File: config.mk
export PLATFORM = sky130hd
export DESIGN_NAME = booth_multiplier_seq_flat
export DESIGN_NICKNAME = d
export VERILOG_FILES = /design/src/rtl/booth_multiplier_seq_if.sv /design/src/rtl/booth_multiplier_seq.sv /design/src/flat_wrapper.sv
export SDC_FILE = /design/constraint.sdc
export NUM_CORES = 1
export LEC_CHECK = 0
export CAP_MARGIN = 10
export CORE_MARGIN = 5
export CORE_UTILIZATION = 35
export DETAILED_ROUTE_END_ITERATION = 8
export SLEW_MARGIN = 5
export SYNTH_ARGS = -nofsm -noshare
export SYNTH_HDL_FRONTEND = slang
export SYNTH_SLANG_ARGS = --single-unit
export TNS_END_PERCENT = 20
File: constraint.sdc
create_clock -name clk -period 2.75 [get_ports clk]
set_input_delay 0.55 -clock clk [delete_from_list [all_inputs] [get_ports clk]]
set_output_delay 0.55 -clock clk [all_outputs]
set_load 0.05 [all_outputs]
File: src/rtl/booth_multiplier_seq_if.sv
// Purpose : start/done handshake bundle for booth_multiplier_seq (operands in, busy/done/product out).
// Latency : n/a (wires only).
// Backpressure: none; the requester watches busy/done, and start is ignored while an operation runs.
// Ports   : start, multiplier, multiplicand (requester -> unit); busy, done, product (unit -> requester).
interface booth_multiplier_seq_if #(
  parameter int WIDTH = 8
);
  logic                 start;
  logic [WIDTH-1:0]     multiplier;
  logic [WIDTH-1:0]     multiplicand;
  logic                 busy;
  logic                 done;
  logic [2*WIDTH-1:0]   product;

  modport master (
    output start, multiplier, multiplicand,
    input  busy, done, product
  );

  modport slave (
    input  start, multiplier, multiplicand,
    output busy, done, product
  );
endinterface

File: src/rtl/booth_multiplier_seq.sv
// Purpose : sequential signed Booth multiplier, one partial-product step per clock; BOOTH_RADIX4_EN selects radix-4.
// Latency : done rises N cycles after the accepting edge (N = WIDTH, or WIDTH/2 radix-4); issue interval N+1.
// Backpressure: start is ignored while running; no queuing; a start seen in DONE begins the next operation at once.
// Ports   : clk, rst_n (async, active-low); bus (slave modport): start, multiplier, multiplicand -> busy, done, product.
module booth_multiplier_seq #(
  parameter int WIDTH = 8
) (
  input  logic                    clk,
  input  logic                    rst_n,
  booth_multiplier_seq_if.slave   bus
);

`ifdef BOOTH_RADIX4_EN
  // Two guard bits: the accumulator must hold +/-2M on top of a running partial sum.
  localparam int UW     = WIDTH + 2;
  localparam int NSTEPS = WIDTH / 2;
`else
  // One guard bit keeps -2^(W-1) * -2^(W-1) from overflowing the upper half.
  localparam int UW     = WIDTH + 1;
  localparam int NSTEPS = WIDTH;
`endif
  localparam int CW = (NSTEPS > 1) ? $clog2(NSTEPS) : 1;
  localparam logic [CW-1:0] LAST_STEP = CW'(NSTEPS - 1);

  typedef enum logic [1:0] {
    S_IDLE = 2'd0,
    S_RUN  = 2'd1,
    S_DONE = 2'd2
  } state_t;

  state_t               state_q, state_d;
  logic [UW-1:0]        upper_q, upper_d;
  logic [WIDTH-1:0]     lower_q, lower_d;
  logic                 qm1_q, qm1_d;
  logic [WIDTH-1:0]     mcand_q, mcand_d;
  logic [CW-1:0]        cnt_q, cnt_d;
  logic [2*WIDTH-1:0]   product_q, product_d;

  // Datapath for one Booth step: recode, add into the upper half, then arithmetic shift.
  logic [UW-1:0]        m_ext;
  logic [UW-1:0]        sum;
  logic [UW-1:0]        upper_sh;
  logic [WIDTH-1:0]     lower_sh;
  logic                 qm1_sh;

  assign m_ext = {{(UW-WIDTH){mcand_q[WIDTH-1]}}, mcand_q};

`ifdef BOOTH_RADIX4_EN
  logic [UW-1:0] m2_ext;
  assign m2_ext = {m_ext[UW-2:0], 1'b0};

  always_comb begin
    sum = upper_q;
    case ({lower_q[1:0], qm1_q})
      3'b001, 3'b010: sum = upper_q + m_ext;
      3'b011:         sum = upper_q + m2_ext;
      3'b100:         sum = upper_q - m2_ext;
      3'b101, 3'b110: sum = upper_q - m_ext;
      default:        sum = upper_q;
    endcase
  end

  assign upper_sh = {{2{sum[UW-1]}}, sum[UW-1:2]};
  assign lower_sh = {sum[1:0], lower_q[WIDTH-1:2]};
  assign qm1_sh   = lower_q[1];
`else
  always_comb begin
    sum = upper_q;
    case ({lower_q[0], qm1_q})
      2'b01:   sum = upper_q + m_ext;
      2'b10:   sum = upper_q - m_ext;
      default: sum = upper_q;
    endcase
  end

  assign upper_sh = {sum[UW-1], sum[UW-1:1]};
  assign lower_sh = {sum[0], lower_q[WIDTH-1:1]};
  assign qm1_sh   = lower_q[0];
`endif

  // Next-state and register updates.
  always_comb begin
    state_d   = state_q;
    upper_d   = upper_q;
    lower_d   = lower_q;
    qm1_d     = qm1_q;
    mcand_d   = mcand_q;
    cnt_d     = cnt_q;
    product_d = product_q;

    case (state_q)
      S_IDLE: begin
        if (bus.start) begin
          state_d = S_RUN;
          upper_d = '0;
          lower_d = bus.multiplier;
          qm1_d   = 1'b0;
          mcand_d = bus.multiplicand;
          cnt_d   = '0;
        end
      end
      S_RUN: begin
        upper_d = upper_sh;
        lower_d = lower_sh;
        qm1_d   = qm1_sh;
        cnt_d   = cnt_q + 1'b1;
        if (cnt_q == LAST_STEP) begin
          state_d   = S_DONE;
          product_d = {upper_sh[WIDTH-1:0], lower_sh};
        end
      end
      S_DONE: begin
        // A start held through DONE is taken on this edge so back-to-back
        // operations run every N+1 cycles.
        state_d = S_IDLE;
        if (bus.start) begin
          state_d = S_RUN;
          upper_d = '0;
          lower_d = bus.multiplier;
          qm1_d   = 1'b0;
          mcand_d = bus.multiplicand;
          cnt_d   = '0;
        end
      end
      default: state_d = S_IDLE;
    endcase
  end

  always_ff @(posedge clk or negedge rst_n) begin
    if (!rst_n) begin
      state_q   <= S_IDLE;
      upper_q   <= '0;
      lower_q   <= '0;
      qm1_q     <= 1'b0;
      mcand_q   <= '0;
      cnt_q     <= '0;
      product_q <= '0;
    end else begin
      state_q   <= state_d;
      upper_q   <= upper_d;
      lower_q   <= lower_d;
      qm1_q     <= qm1_d;
      mcand_q   <= mcand_d;
      cnt_q     <= cnt_d;
      product_q <= product_d;
    end
  end

  assign bus.busy    = (state_q != S_IDLE);
  assign bus.done    = (state_q == S_DONE);
  assign bus.product = product_q;

endmodule

File: src/flat_wrapper.sv
// flat-port wrapper written by rule: the top's interface ports become plain ports
module booth_multiplier_seq_flat 
#(
  parameter int WIDTH = 8
)
  (clk, rst_n, bus_start, bus_multiplier, bus_multiplicand, bus_busy, bus_done, bus_product);
  booth_multiplier_seq_if #(.WIDTH(WIDTH)) bus_i ();
  input  logic clk;
  input  logic rst_n;
  input wire logic [$bits(bus_i.start)-1:0] bus_start;
  input wire logic [$bits(bus_i.multiplier)-1:0] bus_multiplier;
  input wire logic [$bits(bus_i.multiplicand)-1:0] bus_multiplicand;
  output wire logic [$bits(bus_i.busy)-1:0] bus_busy;
  output wire logic [$bits(bus_i.done)-1:0] bus_done;
  output wire logic [$bits(bus_i.product)-1:0] bus_product;
  assign bus_i.start = bus_start;
  assign bus_i.multiplier = bus_multiplier;
  assign bus_i.multiplicand = bus_multiplicand;
  assign bus_busy = bus_i.busy;
  assign bus_done = bus_i.done;
  assign bus_product = bus_i.product;
  booth_multiplier_seq #(.WIDTH(WIDTH)) u_core (.clk(clk), .rst_n(rst_n), .bus(bus_i));
endmodule
==> out/writeup.txt, run 1 <==
The count of nets left with antenna violations once routing finished came out at 0. The die is 95.6 um tall. The flow ran to the end, and the final reports show no timing, DRC or antenna violations.

The area of all sequential standard cells is 0.00115 mm2. The first global-routing pass estimated 9740 um of wire. The logs give 46 for the flop count and 0 ns for the sum of negative setup slack. The number of signal-net inverters in the final layout came out at 8. Leaving out fill and tap cells, the most frequent cell in the layout is sky130_fd_sc_hd__dfrtp_1. A synthesized cell averages 9.65 um2.

The cell with the most instances after synthesis is sky130_fd_sc_hd__dfrtp_1.

For the setup slack on the worst flop-to-flop path, the log shows 0.19 ns. The number of cells upsized or downsized after cts is 1. The H-tree generated during clock tree synthesis spans 2 levels. Number of ports placed on the die boundary: 37. The top metal layer carrying routed signals is met4. For the maximum number of pins on one net before global-route repair, the log shows 24.

The floorplan step set the die width to 95.6 um. The tools report the number of setup violations in the final report as 0. In this run the worst hold path is classified as input pin to asynchronous set/reset pin. The script logs the mean routed wire length per placed instance as 14.2 um. The placement summary gives the final routability congestion estimate as 0.823.

The run gives 0.191 ns for the final setup slack of the worst path. Total die area: 0.00914 mm2. The run gives 198 um for the routed length on met3. In the synthesized netlist, the number of instances is 266. The launch point of the critical path is u_core.mcand_q[3]$_DFFE_PN0P_.

The count of maximum capacitance violations is 0, and the flip-flop count of the largest register, all copies and words added is 16. TritonCTS built the clock tree. With the number of warnings in the stage logs at 26, the met3 layer usage reported by global route is 1.82%. The design received a total of 99 well taps at floorplan. Global route summary, busiest routing layer listed as met2.

For the final tally of max-slew violations, the log shows 0. The synthesized design spends more area on one cell type than any other, namely sky130_fd_sc_hd__dfrtp_1. The number of cells reported by Yosys stat comes to 266.
-- run 1: critical path, stage by stage, from the launching register on --
cell and delay (ns):
sky130_fd_sc_hd__dfrtp_1 0.46, sky130_fd_sc_hd__nor3_1 0.30, sky130_fd_sc_hd__a21oi_1 0.13, sky130_fd_sc_hd__xnor2_1 0.16, sky130_fd_sc_hd__ha_1 0.41, sky130_fd_sc_hd__o211ai_1 0.19
sky130_fd_sc_hd__o21ai_2 0.24, sky130_fd_sc_hd__a21oi_2 0.10, sky130_fd_sc_hd__a2111oi_1 0.37, sky130_fd_sc_hd__nand2_1 0.08
-- run 1: cell families after synthesis --
logic type      synth area share [%]
compound gates                  17.8
fa+ha+maj                       6.63
simple gates                    15.4
buf+inv                         3.07
mux                             8.14
flops                           44.9
xor+xnor                        4.10
run_1/m1.png
(4 px per um) Supply wires on this layer in gray.
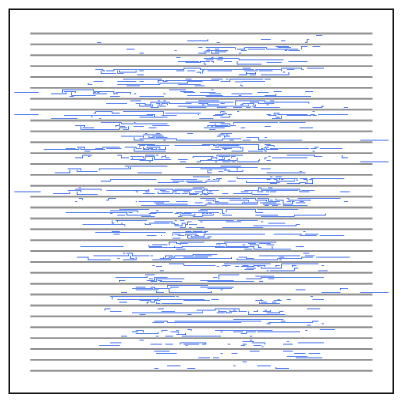
share of all routed wire	48%
longest straight run	26.2 um

run_1/m2.png
(3 px per um) Cells faint in the background.
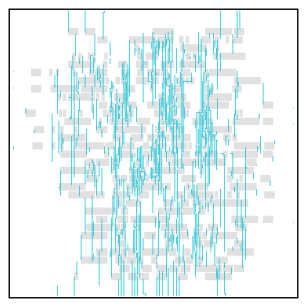
nets with wire on the layer	261
wire length on this layer	2700 um
longest straight run	35.4 um
main direction	vertical

run_1/m3.png
(4 px per um)
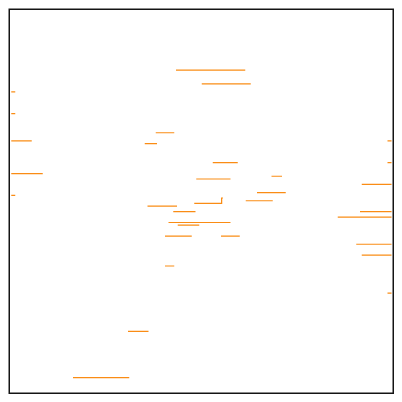
nets with wire on the layer	26
share of all routed wire	3.5%
wire length on this layer	199 um
longest straight run	17.0 um
main direction	horizontal

==> run 2, diff against run 1 <==
CORE_MARGIN = not set   (was 5)
run_2/placed.png
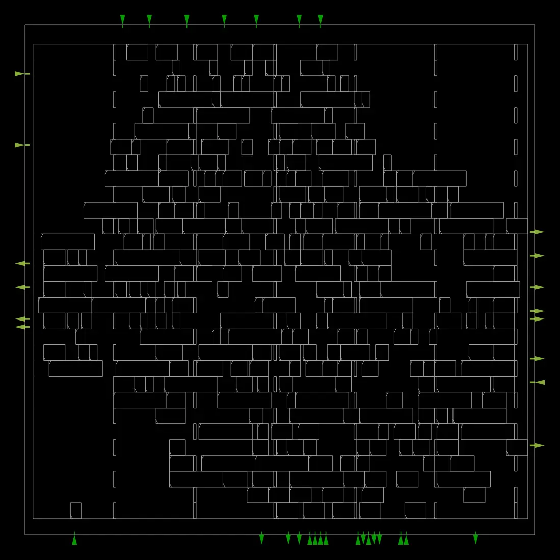
site row count: 30
utilization after layout: 46.6%
well-tap cell count: 96
core region area: 0.00694 mm2

run_2/pinout.png
(4 px per um) Pins as bars across the die edge, other pins in gray.
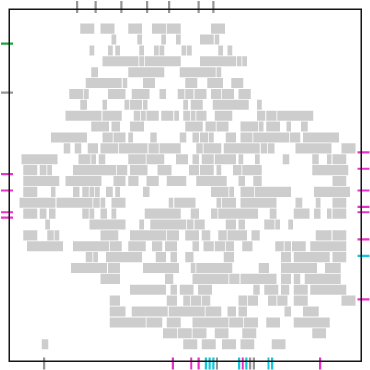
port	color	pins	direction	edge
`bus_product`	magenta	16	output	7 right, 5 bottom, 4 left
`bus_multiplier`	cyan	8	input	7 bottom, 1 right
`clk`	green	1	input	left

==> out/writeup.txt, run 2 <==
The weighted congestion reported at the end of routability-driven placement was 0.946 (was 0.823); the number of inserted diodes was 0 (unchanged). Number of cells upsized or downsized after cts: 0 (was 1). The flip-flop count of the largest register, all copies and words added is 16 (unchanged). The run gives 0 (unchanged) for the final tally of max-slew violations. The run gives 37 (unchanged) for the number of ports placed on the die boundary. The instance count on the critical path was 9 (unchanged).

The average cell area after synthesis is 9.65 um2 (unchanged), and the routed length on met3 is 167 um (was 198 um). The busiest layer in global routing is met2 (unchanged). The worst hold-check path type is input pin to asynchronous set/reset pin (unchanged). Top metal layer carrying routed signals: met4 (unchanged).

The largest area contributor in the synthesized netlist is sky130_fd_sc_hd__dfrtp_1 (unchanged). TritonCTS built the clock tree. The final setup slack of the worst path is 0.170 ns (was 0.191 ns). The cell with the most instances after synthesis was sky130_fd_sc_hd__dfrtp_1 (unchanged). The run gives 266 (unchanged) for the cell count after synthesis.

The run gives 87.6 um (was 95.6 um) for the height of the die. The tools report the count of nets after finishing as 337 (was 336). The run finished with clean final reports.

The run gives 4 (unchanged) for the iteration tally of the first detailed-router pass. The number of H-tree levels came out at 2 (unchanged). Launch point of the critical path: u_core.qm1_q$_DFFE_PN0P_ (was u_core.mcand_q[3]$_DFFE_PN0P_). The count of buffer and inverter cells on the critical path is 1 (was 0). The cell class contributing the biggest share of worst-path delay is adder cells (was AND-OR/OR-AND gates). The residual antenna-violating net count after detailed routing is 0 (unchanged), and the count of maximum capacitance violations is 0 (unchanged). With the setup slack on the worst flop-to-flop path at 0.17 ns (was 0.19 ns), the total die area is 0.00768 mm2 (was 0.00914 mm2). Width of the die: 87.6 um (was 95.6 um).

Worst-path cell chain: inv_1 -> ha_2 -> mux2i_1 -> fa_1 -> a211oi_2 -> o21ai_2 -> a21oi_2 -> mux2i_1 -> mux2i_1 (was nor3_1 -> a21oi_1 -> xnor2_1 -> ha_1 -> o211ai_1 -> o21ai_2 -> a21oi_2 -> a2111oi_1 -> nand2_1). The cell count in the Yosys report came out at 266 (unchanged).

The maximum number of pins on one net before global-route repair is 31 (was 24). The sum of negative setup slack was 0 ns (unchanged). The met3 layer usage reported by global route came out at 4.52% (was 1.82%). With the synthesis-to-finish area growth at 26.1% (was 24.6%), the largest stage delay on the critical path is 0.47 ns (was 0.46 ns). Cell at the slowest stage of the critical path: sky130_fd_sc_hd__fa_1 (was sky130_fd_sc_hd__dfrtp_1).
## run 2: cells by family after synthesis
kind of cell	after synthesis	share of synthesized area (%)
buffers and inverters	21	3.07
xor gates and xnor gates	12	4.10
AOI/OAI and AO/OA	71	17.8
adders and majority gates	13	6.63
DFF	46	44.9
and+or+nand+nor	83	15.4
muxes	20	8.14
## run 2: stage by stage
step	area [um2]	cells
2_1_floorplan	2570	266
3_3_place_gp	3060	394
6_report	3240	402
3_5_place_dp	3060	394
5_1_grt	3240	402
4_1_cts	3170	402
## run 2: layout make-up
cell class	instances	area (um2)	share of cell area, %
timing repair buffer	45	423	13.1
tap	96	120	3.71
clock buffer	7	76.3	2.36
clock inverter	1	30.0	0.928
sequential	46	1150	35.6
multi-input combinational	199	1410	43.4
inverter	8	30.0	0.928
==> run 3, diff against run 2 <==
ABC_AREA = 1   (was not set)
PLACE_DENSITY = 0.65   (was not set)
run_3/m2.png
(3 px per um) Cells faint in the background.
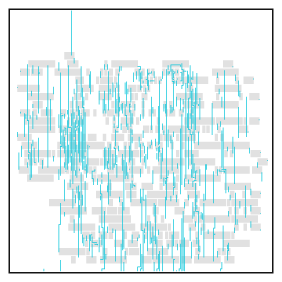
longest straight run	43.5 um
wire length on this layer	2250 um

run_3/pinout.png
(4 px per um) Pins as bars across the die edge, other pins in gray.
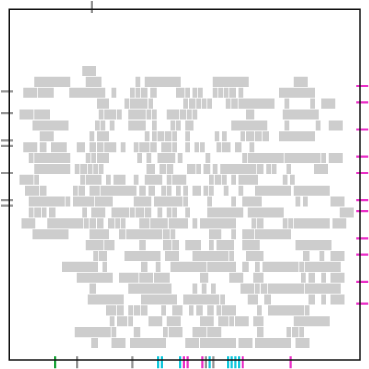
port	color	pins	direction	edge
`bus_product`	magenta	16	output	11 right, 5 bottom
`bus_multiplier`	cyan	8	input	bottom
`clk`	green	1	input	bottom
all pins by edge	18 bottom, 11 right, 7 left, 1 top

==> out/writeup.txt, run 3 <==
The synthesis-to-finish area growth works out to 20.6% (was 26.1%). Worst-path cell chain: inv_4 -> nand2_1 -> clkdlybuf4s50_1 (was inv_1 -> ha_2 -> mux2i_1 -> fa_1 -> a211oi_2 -> o21ai_2 -> a21oi_2 -> mux2i_1 -> mux2i_1).

For the area of all sequential standard cells, the log shows 0.00115 mm2 (unchanged). The cell at the slowest stage of the critical path is sky130_fd_sc_hd__clkdlybuf4s50_1 (was sky130_fd_sc_hd__fa_1). The run gives 0.00307 mm2 (was 0.00324 mm2) as the finished layout cell area. The run gives 8890 um (was 9550 um) as the first-pass GRT wire length. The iteration tally of the first detailed-router pass is 5 (was 4), and the number of cells upsized or downsized after cts is 0 (unchanged).

The run gives 253 um (was 167 um) as the routed length on met3. The number of warnings in the stage logs was 26 (was 28). The cell class contributing the biggest share of worst-path delay is buffers and inverters (was adder cells).

The number of placement rows was 30 (unchanged); the width of the die was 87.3 um (was 87.6 um). The largest area contributor in the synthesized netlist was sky130_fd_sc_hd__dfrtp_1 (unchanged). The number of inserted diodes is 0 (unchanged), and the average cell area after synthesis is 8.41 um2 (was 9.65 um2). The area of the core was 0.00691 mm2 (was 0.00694 mm2). The flip-flop count of the largest register, all copies and words added came out at 16 (unchanged).

Dominant logic cell type in the layout: sky130_fd_sc_hd__nand2_1 (was sky130_fd_sc_hd__dfrtp_1). Total area of multi-input combinational cells: 0.00117 mm2 (was 0.00141 mm2). For the number of ports placed on the die boundary, the log shows 37 (unchanged). The largest cell class by area was multi-input combinational cells (unchanged). Launch point of the critical path: u_core.state_q[0]$_DFFE_PN0P_ (was u_core.qm1_q$_DFFE_PN0P_).

For the met3 layer usage reported by global route, the log shows 3.03% (was 4.52%). The cell count after synthesis is 303 (was 266). Weighted congestion reported at the end of routability-driven placement: 0.847 (was 0.946). The cell with the most instances after synthesis is sky130_fd_sc_hd__nand2_1 (was sky130_fd_sc_hd__dfrtp_1). With the count of maximum capacitance violations at 0 (unchanged), the largest stage delay on the critical path is 0.80 ns (was 0.47 ns). The fraction of synthesized cell area in xor and xnor cells was 1.72% (was 4.10%); the share of the core filled with cells was 44.5% (was 46.6%). The tools report the number of H-tree levels as 2 (unchanged). Worst hold-check path type: input pin to asynchronous set/reset pin (unchanged). The placed cell count is 426 (was 394). Largest family of logic cells by area: simple AND/OR/NAND/NOR gates (was AND-OR/OR-AND gates). The residual antenna-violating net count after detailed routing was 0 (unchanged).

With the sum of negative setup slack at 0 ns (unchanged), the height of the die is 87.3 um (was 87.6 um). The sequential fraction of total cell area was 37.4% (was 35.6%). The run finished with clean final reports.
==> run 3: cell count changes after synthesis, moves of 6 or more <==
cell,delta
sky130_fd_sc_hd__xnor2_1,-9
sky130_fd_sc_hd__a211oi_1,-10
sky130_fd_sc_hd__nor2b_1,-11
sky130_fd_sc_hd__clkbuf_1,-10
sky130_fd_sc_hd__nand3_1,+9
sky130_fd_sc_hd__inv_1,+23
sky130_fd_sc_hd__o21ai_1,+16
sky130_fd_sc_hd__mux2i_1,-13
sky130_fd_sc_hd__o211ai_1,+6
sky130_fd_sc_hd__nand2_1,+52
sky130_fd_sc_hd__inv_2,+7
sky130_fd_sc_hd__a21oi_1,-8
sky130_fd_sc_hd__o21ai_0,-8
